Run 1, I/O pins on the die edge:
Pins as bars across the die edge, other pins in grey.
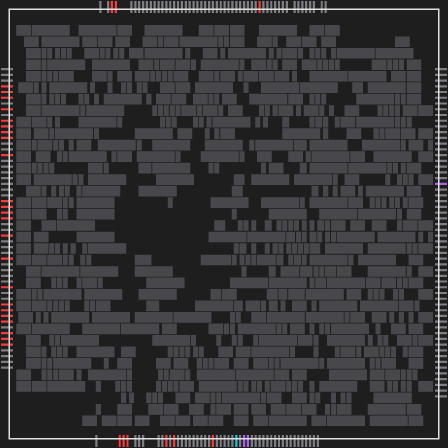
Run 1, met4 routing:
The bar under the picture is 20 um long.
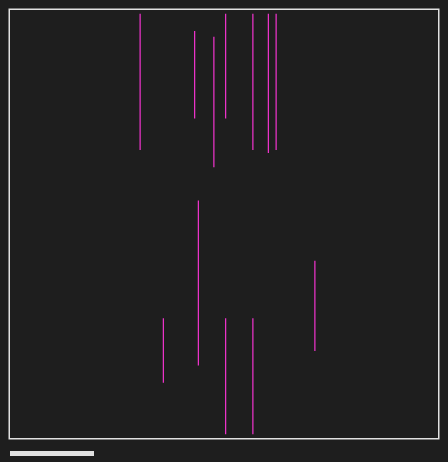
Run 1, clock distribution:
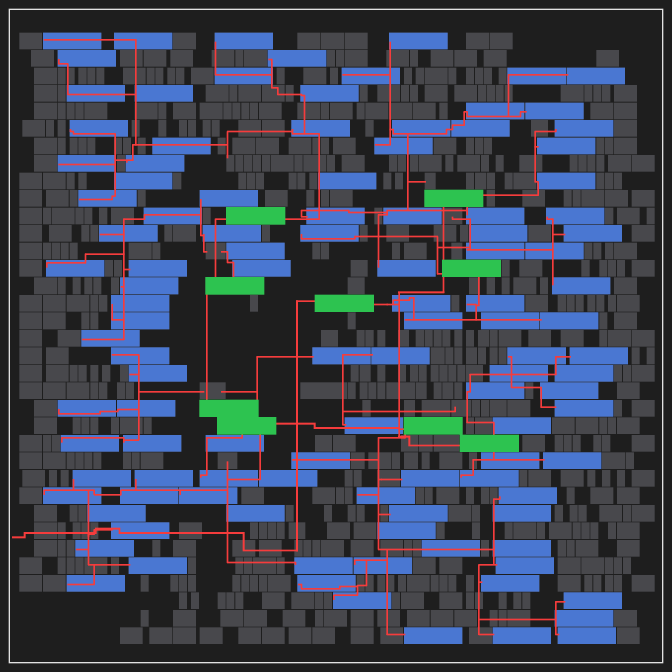
Run 1, clock nets:
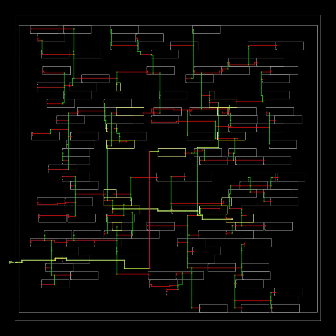
$ cat src/rtl/alu_cmd_driver.sv
// alu_cmd_driver: registered command front-end for the 32-bit unsigned ALU.
// Ports: cmd_* in (valid/ready), alu_* drive/return, rsp_* out (valid/ready),
// carry_q chain carry. SETTLE_CYCLES (1..15) sets the hold before capture.
// Define ALU_DRV_STATS_EN to add the stat_cmds / stat_carries counters.
module alu_cmd_driver #(
  parameter int unsigned SETTLE_CYCLES = 1
) (
  input  logic        clk,
  input  logic        rst_n,
  input  logic        cmd_valid,
  output logic        cmd_ready,
  input  logic [2:0]  cmd_op,
  input  logic [31:0] cmd_a,
  input  logic [31:0] cmd_b,
  input  logic        cmd_cin,
  input  logic        cmd_chain,
  output logic [2:0]  alu_opcode,
  output logic [31:0] alu_a,
  output logic [31:0] alu_b,
  output logic        alu_cin,
  input  logic [31:0] alu_result,
  input  logic        alu_cout,
  output logic        rsp_valid,
  input  logic        rsp_ready,
  output logic [31:0] rsp_result,
  output logic        rsp_cout,
  output logic [2:0]  rsp_op,
  output logic        carry_q
`ifdef ALU_DRV_STATS_EN
  ,
  output logic [15:0] stat_cmds,
  output logic [15:0] stat_carries
`endif
);

  localparam logic [2:0] OP_ADD = 3'b111;
  localparam logic [3:0] LAST = 4'(SETTLE_CYCLES - 1);

  typedef enum logic [1:0] {
    IDLE   = 2'd0,
    SETTLE = 2'd1,
    RESP   = 2'd2
  } state_t;

  state_t     state_q, state_d;
  logic [3:0] cnt_q;
  logic       accept;
  logic       capture;

  assign accept  = (state_q == IDLE) && cmd_valid;
  assign capture = (state_q == SETTLE) && (cnt_q == LAST);

  assign cmd_ready = (state_q == IDLE);
  assign rsp_valid = (state_q == RESP);

  always_ff @(posedge clk or negedge rst_n) begin
    if (!rst_n) begin
      state_q <= IDLE;
    end else begin
      state_q <= state_d;
    end
  end

  always_comb begin
    state_d = state_q;
    unique case (state_q)
      IDLE:    if (cmd_valid) state_d = SETTLE;
      SETTLE:  if (capture) state_d = RESP;
      RESP:    if (rsp_ready) state_d = IDLE;
      default: state_d = IDLE;
    endcase
  end

  always_ff @(posedge clk or negedge rst_n) begin
    if (!rst_n) begin
      cnt_q <= '0;
    end else if (accept) begin
      cnt_q <= '0;
    end else if (state_q == SETTLE && !capture) begin
      cnt_q <= cnt_q + 4'd1;
    end
  end

  // ALU drive is held from accept until the next accept.
  always_ff @(posedge clk or negedge rst_n) begin
    if (!rst_n) begin
      alu_opcode <= '0;
      alu_a      <= '0;
      alu_b      <= '0;
      alu_cin    <= 1'b0;
    end else if (accept) begin
      alu_opcode <= cmd_op;
      alu_a      <= cmd_a;
      alu_b      <= cmd_b;
      alu_cin    <= cmd_chain ? carry_q : cmd_cin;
    end
  end

  always_ff @(posedge clk or negedge rst_n) begin
    if (!rst_n) begin
      rsp_result <= '0;
      rsp_cout   <= 1'b0;
      rsp_op     <= '0;
      carry_q    <= 1'b0;
    end else if (capture) begin
      rsp_result <= alu_result;
      rsp_cout   <= alu_cout;
      rsp_op     <= alu_opcode;
      if (alu_opcode == OP_ADD) carry_q <= alu_cout;
    end
  end

`ifdef ALU_DRV_STATS_EN
  always_ff @(posedge clk or negedge rst_n) begin
    if (!rst_n) begin
      stat_cmds    <= '0;
      stat_carries <= '0;
    end else begin
      if (accept && stat_cmds != 16'hFFFF) begin
        stat_cmds <= stat_cmds + 16'd1;
      end
      if (capture && alu_opcode == OP_ADD && alu_cout &&
          stat_carries != 16'hFFFF) begin
        stat_carries <= stat_carries + 16'd1;
      end
    end
  end
`endif

endmodule

$ cat config.mk
export PLATFORM = sky130hd
export DESIGN_NAME = alu_cmd_driver
export DESIGN_NICKNAME = d
export VERILOG_FILES = /design/src/rtl/alu_cmd_driver.sv
export SDC_FILE = /design/constraint.sdc
export NUM_CORES = 1
export LEC_CHECK = 0
export ABC_AREA = 1
export ABC_CLOCK_PERIOD_IN_PS = 2500
export CAP_MARGIN = 20
export CORE_UTILIZATION = 44
export CTS_BUF_LIST = sky130_fd_sc_hd__clkbuf_16
export DETAILED_ROUTE_END_ITERATION = 8
export HOLD_SLACK_MARGIN = 0.06
export PLACE_DENSITY = 0.92
export SKIP_LAST_GASP = 1
export SYNTH_ARGS = -nofsm -noshare
export SYNTH_HDL_FRONTEND = slang
export SYNTH_SLANG_ARGS = --single-unit
$ cat constraint.sdc
create_clock -name clk -period 2.5 [get_ports clk]
set_clock_uncertainty 0.2 [all_clocks]
set_input_delay 0.375 -clock clk [delete_from_list [all_inputs] [get_ports clk]]
set_output_delay 0.375 -clock clk [all_outputs]
set_load 0.01 [all_outputs]
==> impl_metrics.env, run 1 <==
# physical design summary
export IMPL_post_place_ws_ns=0.632
export IMPL_ys_chip_area_um2=4340
export IMPL_cts_max_path_buffers=2
export IMPL_drive_above_1_share_pct=4.22
export IMPL_power_frac_comb_pct=46.6
export IMPL_fillers=667
export IMPL_ys_cells=496
export IMPL_design_area_um2=6840
export IMPL_antenna_found_initial=0
export IMPL_p_sw_share_pct=36.3
export IMPL_die_area_um2=10300
export IMPL_htreeDepth=3
export IMPL_globalRouteOverflowTotal=0
export IMPL_fp_utilization_pct=46.1
export IMPL_drc=0
export IMPL_net_switching_power_mw=3.06
export IMPL_grt_use_total_pct=22.8
export IMPL_grt_pass1_vias=4025
export IMPL_place_area_um2=6550
export IMPL_coreArea_um2=9420
export IMPL_holdCritPathClass="reg -> reg"
export IMPL_setup_viol=0
export IMPL_post_cts_setup_buffers=0
export IMPL_start_kind="register"
export IMPL_ys_seq_share_pct=63.9
export IMPL_syn_to_final_growth_pct=57.3
export IMPL_gp_congestion=0.786
export IMPL_async_reset_ff_share_pct=100
export IMPL_yosys_warnings=0
export IMPL_yosys_top_cells_count="328 x nand2_1, 111 x dfrtp_1, 13 x buf_2"
export IMPL_synth_flop_count=111
export IMPL_grt_max_degree=46
export IMPL_p_clk_share_pct=16.0
export IMPL_status="finished, final reports clean"
export IMPL_synth_distinct_cells=16
export IMPL_num_antenna_cells=0
-- 'I/O pins on the die edge' (at the start) --
[red] cmd_b | pins: 32 | direction: input | edge: 23 left, 6 bottom, 3 top
[purple] alu_opcode | pins: 3 | direction: output | edge: 2 bottom, 1 right
[cyan] cmd_ready | pins: 1 | direction: output | edge: bottom
die width: 101 um
die height: 101 um
Port Buffers: 212

-- 'met4 routing' (at the start) --
share of all routed wire: 2.9%
wire length on this layer: 333 um
main direction: vertical
nets with wire on the layer: 12
longest straight run: 38.8 um
vias: 3975
WL final: 11700 um

-- 'clock distribution' (at the start) --
[blue] flip-flops | count: 111
[green] clock drivers | count: 9
[red] clock wires | length: 1190 um
flops lie: all over the die
routed clock nets: 10

-- 'clock nets' (at the start) --
clk pwr: 1.34 mW
# clk buffers: 9

-- run 1: repair_timing --
action | in CTS | in global routing
endpoints found under the hold margin | 38 | 0
setup endpoints to repair | 0 | 0
hold buffers | 1 | 0
-- run 1: sequential cells by signal (all words and copies together), names as in the netlist --
name        cells
alu_b          32
rsp_cout        1
state_q         2
rsp_result     32
carry_q         1
alu_a          32
alu_opcode      3
cnt_q           4
rsp_op          3
alu_cin         1
-- run 1: critical path: stages, from the launching register on --
cell and delay, ns:
dfrtp_1 0.42, nor2_2 0.19, clkdlybuf4s50_1 0.57
-- run 1: cell usage in the layout (no fill, tap or decap), types with 2 or more instances in the layout --
master           Yosys  routed
inv_6                0       2
nand3_1              7       7
clkbuf_16            0       9
nand2_1            328     327
clkinv_4             0       2
clkdlybuf4s50_1      0     211
nand2_2              1       2
nor2_1               7       7
dfrtp_1            111     111
buf_4                3       8
o21ai_0              3       3
ha_1                 2       2
inv_2                2       2
inv_1                9       9
-- run 1: layout make-up --
cell class	count	area, um^2	share of cell area, %
multi-input combinational	352	1370	20.1
tap	129	161	2.36
inverter	11	41.3	0.604
clock inverter	7	55.1	0.805
clock buffer	9	225	3.29
sequential	111	2780	40.6
timing repair buffer	221	2200	32.2
-- run 1: power groups by stage --
stage	clock network [mW]	logic (mW)	registers, mW
after floorplan	0	1.40	3.50
after global placement	0	3.78	3.13
after detailed placement	0	3.96	3.16
after CTS	1.37	3.96	3.15
after global routing	1.45	4.28	3.24
final	1.34	3.91	3.15
-- run 1: stage by stage --
stage / utilization (%) / std cells
after floorplan: - / 496
after global placement: 69.5 / 823
after detailed placement: 69.5 / 823
after CTS: 72.6 / 840
after global routing: 72.6 / 840
final: 72.6 / 840
-- run 1: routing by layer --
layer / GRT usage [%] / wire length (um)
met5: 0 / 0
met4: 10.5 / 333
met3: 6.35 / 806
met2: 40.8 / 6030
met1: 25.1 / 4510
-- run 1: worst paths after layout --
check | from | endpoint | slack, ns | depth (start not counted)
min reg2reg | rsp_op[1] | rsp_op[1] | 0.27 | 2
max | state_q[0] | cmd_ready | 0.42 | 2
max in group asynchronous | rst_n | rsp_op[2] | 0.97 | 3
max reg2reg | cnt_q[0] | rsp_result[8] | 0.75 | 7
min | rsp_op[1] | rsp_op[1] | 0.27 | 2
min in group asynchronous | rst_n | alu_a[25] | 0.39 | 2
-- run 1: cells by family after synthesis --
family | count (synthesis) | share of synthesized area (%)
AND-OR/OR-AND | 4 | 0.518
adder cells (fa/ha/maj) | 2 | 0.576
buffers and inverters | 33 | 4.52
flip-flops | 111 | 63.9
AND/OR/NAND/NOR | 346 | 30.4
--- run 2 (diff from run 1) ---
Settings changed: ABC_CLOCK_PERIOD_IN_PS 2500 to 1900, CORE_UTILIZATION 44 to 37, PLACE_DENSITY 0.92 to 0.83.
Clock period 2.5 ns to 1.9 ns, I/O delays scaled along.
Run 2, clock nets:
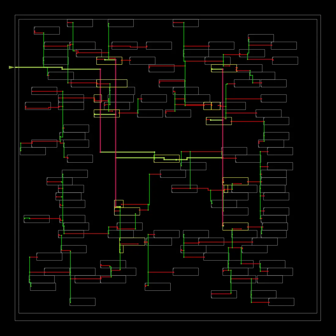
worst skew pair latency: 0.34 ns
registers: 111
Num Clock Sinks: 111
CTS buffer count: 9
clk pwr: 1.86 mW

Run 2, cell sizes after repair:
The bar under the picture is 20 um long.
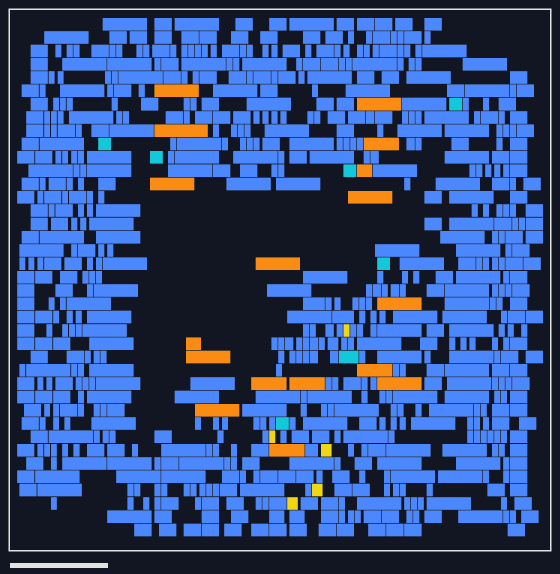
[yellow] _2 cells | cells: 5
[blue] _0 and _1 cells | cells: 682 | most used: nand2_1
[orange] _6 and larger | cells: 17 | most used: clkbuf_16
[cyan] _3 and _4 cells | cells: 7 | most used: buf_4
Layout area overhead: 59.2%
post-layout worst setup margin: 0.0995 ns
bufs w/o clock: 221
Final Instance Area: 6920 um^2

Run 2, clock distribution:
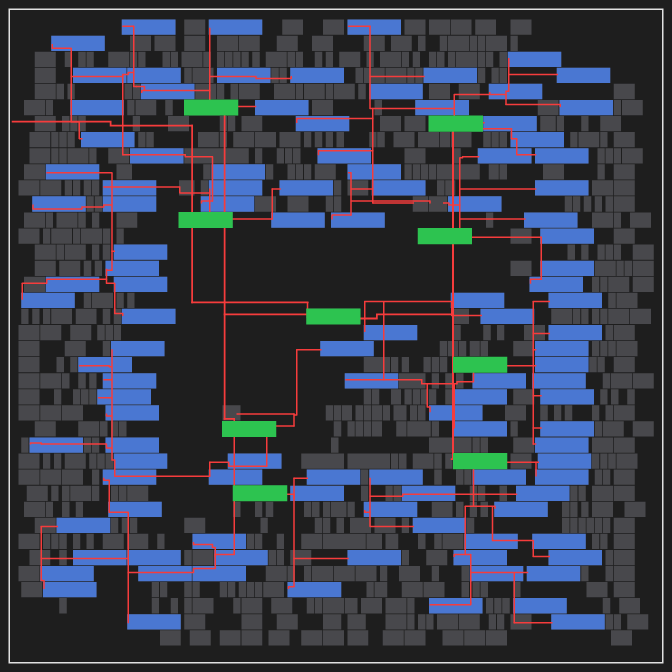
[blue] flip-flops | count: 111
[red] clock wires | length: 1250 um
[green] clock drivers | count: 9
routed clock nets: 10
flops lie: all over the die

==> run 2 against run 1 <==
  * Largest power group unchanged
  * Setup slack worse by 0.32 ns
  * Hold slack worse by 0.051 ns
  * Clock power up 39%
  * Non-clock buffer count unchanged
  * Design area up 1.2%
==> impl_metrics.env, run 2 <==
# physical design summary
export IMPL_slowest_delay_ns=0.59
export IMPL_cts_max_path_buffers=2
export IMPL_grt_max_degree=60
export IMPL_lay_top_count="nand2_1"
export IMPL_num_antenna_cells=0
export IMPL_path_cells="clkdlybuf4s50_1"
export IMPL_utilization_pct=60.6
export IMPL_gp_congestion=0.729
export IMPL_htreeDepth=3
export IMPL_crit_buf_inv=1
export IMPL_coreArea_um2=11400
export IMPL_globalRouteOverflowTotal=0
export IMPL_grt_pass1_vias=3815
export IMPL_post_cts_setup_buffers=0
export IMPL_status="finished, final reports clean"
export IMPL_place_area_um2=6610
export IMPL_routed_wl_um=11100
export IMPL_portBuffers=212
export IMPL_ys_seq_share_pct=63.9
export IMPL_avgRoutedWirePerCell_um=13.0
export IMPL_antenna_found_initial=0
export IMPL_drive_above_1_share_pct=4.08
export IMPL_vias=3846
export IMPL_top_regs="alu_a x32, alu_b x32, rsp_result x32"
export IMPL_synth_flop_count=111
export IMPL_setup_viol=0
export IMPL_grt_use_total_pct=18.6
export IMPL_drc=0
export IMPL_ys_cells=496
export IMPL_cp_required_ns=1.41
export IMPL_chipWidth_um=110
export IMPL_yosys_top_cells_count="328 x nand2_1, 111 x dfrtp_1, 13 x buf_2"
export IMPL_fp_utilization_pct=38.0
export IMPL_layout_top_cells="327 x nand2_1, 209 x clkdlybuf4s50_1, 111 x dfrtp_1, 9 x inv_1, 9 x clkbuf_16"
export IMPL_die_area_um2=12200
export IMPL_critPathTopFamily="buffers and inverters"
run 2: cell counts after synthesis:
Identical to the previous run, type by type.
run 2: layer usage:
metal	wire, um	share of wire [%]	global-route usage (%)
met4	266	2.4	9.59
met3	851	7.6	4.76
met1	4690	42	21.9
met2	5320	48	31.5
met5	0	0	0
run 2: worst paths after layout:
check                          startpoint             end  slack (ns)  depth (start not counted)
max                         alu_opcode[1]   alu_opcode[1]         0.1                          1
min                                 rst_n       alu_a[20]        0.22                          2
max reg2reg                      cnt_q[0]      state_q[1]        0.22                          7
min reg2reg                rsp_result[31]  rsp_result[31]        0.27                          2
max in group asynchronous           rst_n       alu_b[21]        0.62                          3
min in group clk           rsp_result[31]  rsp_result[31]        0.27                          2
run 2: cell type report:
cell class,count,area [um^2],area share [%]
timing repair buffer,221,2250,32.5
tap,143,179,2.59
clock buffer,9,225,3.26
sequential,111,2780,40.2
multi-input combinational,352,1370,19.8
clock inverter,7,70.1,1.01
inverter,11,41.3,0.597
run 2: timing repair:
| action | CTS | global route |
|---|---|---|
| endpoints found under the hold margin | 27 | 0 |
| endpoints found under the setup margin | 2 | 0 |
| gates resized | 2 | 0 |
| hold buffers | 1 | 0 |
run 2: cell families (layout without fill, tap and decap cells):
logic type | after synthesis | after routing | share of synthesized area (%)
buf+inv | 33 | 248 | 4.52
fa+ha+maj | 2 | 2 | 0.576
compound gates | 4 | 4 | 0.518
simple gates | 346 | 346 | 30.4
flops | 111 | 111 | 63.9
run 2: per-stage QoR:
step                std cells  worst slack [ns]  total power, mW
global route              854            0.0430             12.0
floorplan                 496             0.381             6.44
finish                    854            0.0995             11.2
detailed placement        837             0.219             9.42
CTS                       854            0.0782             11.3
global placement          837             0.270             9.22
run 2: worst reg2reg max path: cells and delay by family (launching register included):
family | cells | cell delay [ns]
adders and majority gates | 1 | 0.21
buffers and inverters | 2 | 0.42
DFF | 1 | 0.40
AOI/OAI and AO/OA | 1 | 0.14
and+or+nand+nor | 3 | 0.19
run 2: report_power, final:
part | internal [mW] | switching, mW
Clock | 1.02 | 0.840
Combinational | 2.73 | 2.46
Sequential | 3.48 | 0.651
Total | 7.23 | 3.95
--- run 3 (diff from run 2) ---
Settings changed: GPL_TIMING_DRIVEN set to 1.
Run 3, cell sizes after repair:
The bar under the picture is 20 um long.
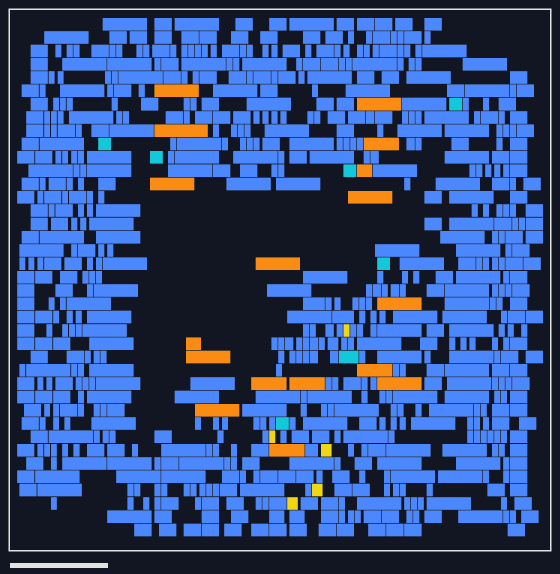
[blue] _0 and _1 cells | cells: 682 | most used: nand2_1
[orange] _6 and larger | cells: 17 | most used: clkbuf_16
[yellow] _2 cells | cells: 5
[cyan] _3 and _4 cells | cells: 7 | most used: buf_4

Run 3, met4 routing:
The bar under the picture is 20 um long.
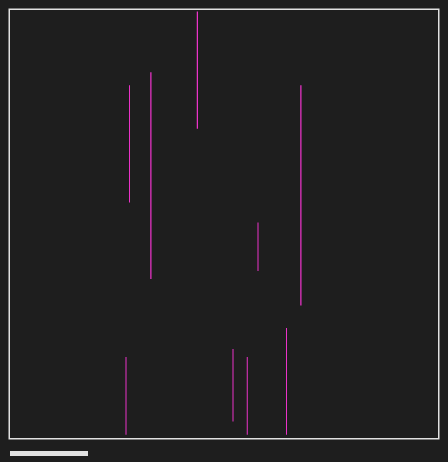
share of all routed wire: 2.4%
nets with wire on the layer: 8
longest straight run: 56.4 um
wire length on this layer: 267 um

Run 3, clock nets:
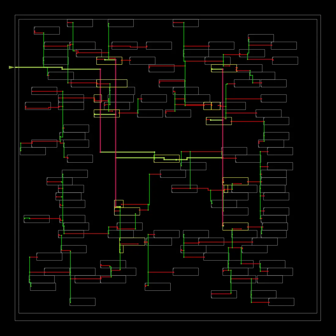

==> run 3 against run 2 <==
  * Setup slack unchanged
  * Largest power group unchanged
  * Final cell count unchanged
  * Hold slack unchanged
  * Core utilization unchanged
  * Critical path depth unchanged
  * Synthesized area unchanged
  * Maximum frequency unchanged
  * Die size unchanged
  * Synthesized cell count unchanged
  * Routed wire length unchanged
  * Combinational power about the same
  * Clock-buffer cell count unchanged
  * Largest cell class unchanged
==> impl_metrics.env, run 3 <==
# physical design summary
export IMPL_chipWidth_um=110
export IMPL_grt_use_total_pct=18.6
export IMPL_yosys_warnings=0
export IMPL_gp_congestion=0.729
export IMPL_cts_max_path_buffers=2
export IMPL_path_cells="clkdlybuf4s50_1"
export IMPL_async_reset_ff_share_pct=100
export IMPL_die_area_um2=12200
export IMPL_routed_wl_um=11100
export IMPL_ys_chip_area_um2=4340
export IMPL_r2r_setup_slack_ns=0.22
export IMPL_die_y_um=110
export IMPL_htreeDepth=3
export IMPL_cp_required_ns=1.41
export IMPL_cts_sinks=111
export IMPL_layout_top_cells="327 x nand2_1, 209 x clkdlybuf4s50_1, 111 x dfrtp_1, 9 x inv_1, 9 x clkbuf_16"
export IMPL_r2r_end="state_q[1]"
export IMPL_num_antenna_cells=0
export IMPL_post_cts_setup_buffers=0
export IMPL_synth_distinct_cells=16
export IMPL_status="finished, final reports clean"
export IMPL_holdCritPathClass="in -> async"
export IMPL_clk_insertion_delay_late_ns=0.34
export IMPL_portBuffers=212
export IMPL_coreArea_um2=11400
export IMPL_cts_buffers=9
export IMPL_grt_pass1_vias=3815
export IMPL_ys_cells=496
run 3: cell counts after synthesis:
No cell type changed its count.
run 3: cells by family after synthesis:
kind of cell	Yosys count	share of synthesized area (%)
flip-flops	111	63.9
adder cells (fa/ha/maj)	2	0.576
buffers and inverters	33	4.52
AND/OR/NAND/NOR	346	30.4
AND-OR/OR-AND	4	0.518
run 3: final cells by class:
| cell class | count | area (um^2) |
|---|---|---|
| fillers | 964 | 4500 |
| flip-flops and latches | 111 | 2780 |
| repair buffers | 221 | 2250 |
| multi-input cells | 352 | 1370 |
| clock buffers | 9 | 225 |
| well taps | 143 | 179 |
| clock inverters | 7 | 70.1 |
| inverters | 11 | 41.3 |
run 3: timing repair:
item                                    in CTS  in global routing
resized                                      2                  0
hold buffers                                 1                  0
endpoints found under the hold margin       27                  0
endpoints found under the setup margin       2                  0
run 3: how the worst max path moves through the flow:
| stage | to | slack [ns] | cells after the start | startpoint |
|---|---|---|---|---|
| 6_report | alu_opcode[1] | 0.1 | 1 | alu_opcode[1] |
| 5_1_grt | alu_opcode[1] | 0.04 | 1 | alu_opcode[1] |
| 4_1_cts | alu_opcode[0] | 0.08 | 1 | alu_opcode[0] |
| 3_5_place_dp | alu_a[16] | 0.22 | 6 | cmd_valid |
| 3_3_place_gp | alu_b[0] | 0.27 | 6 | cmd_valid |
| 2_1_floorplan | rsp_result[10] | 0.38 | 9 | cnt_q[0] |
run 3: metrics by stage:
step	setup WS, ns	cells	instance area, um^2	hold WS (ns)	utilization, %
after global placement	0.270	837	6610	0.0270	57.9
final	0.0995	854	6920	0.221	60.6
after global routing	0.0430	854	6920	0.250	60.6
after floorplan	0.381	496	4340	-0.211	-
after detailed placement	0.219	837	6610	0.0335	57.9
after CTS	0.0782	854	6920	0.225	60.6
run 3: per-layer routing:
layer,vias up,part of all wire [%],track usage (%)
met4,0,2.4,9.59
met1,1770,42,21.9
met5,-,0,0
met2,144,48,31.5
met3,23,7.6,4.76
li1,1909,-,-
run 3: report_power, final:
group          internal, mW  switching [mW]  leakage [nW]  total (mW)
clock network          1.02           0.840         0.138        1.86
logic                  2.73            2.46          1.92        5.19
registers              3.48           0.651          1.38        4.13
Power is estimated from default activity; no workload was simulated.
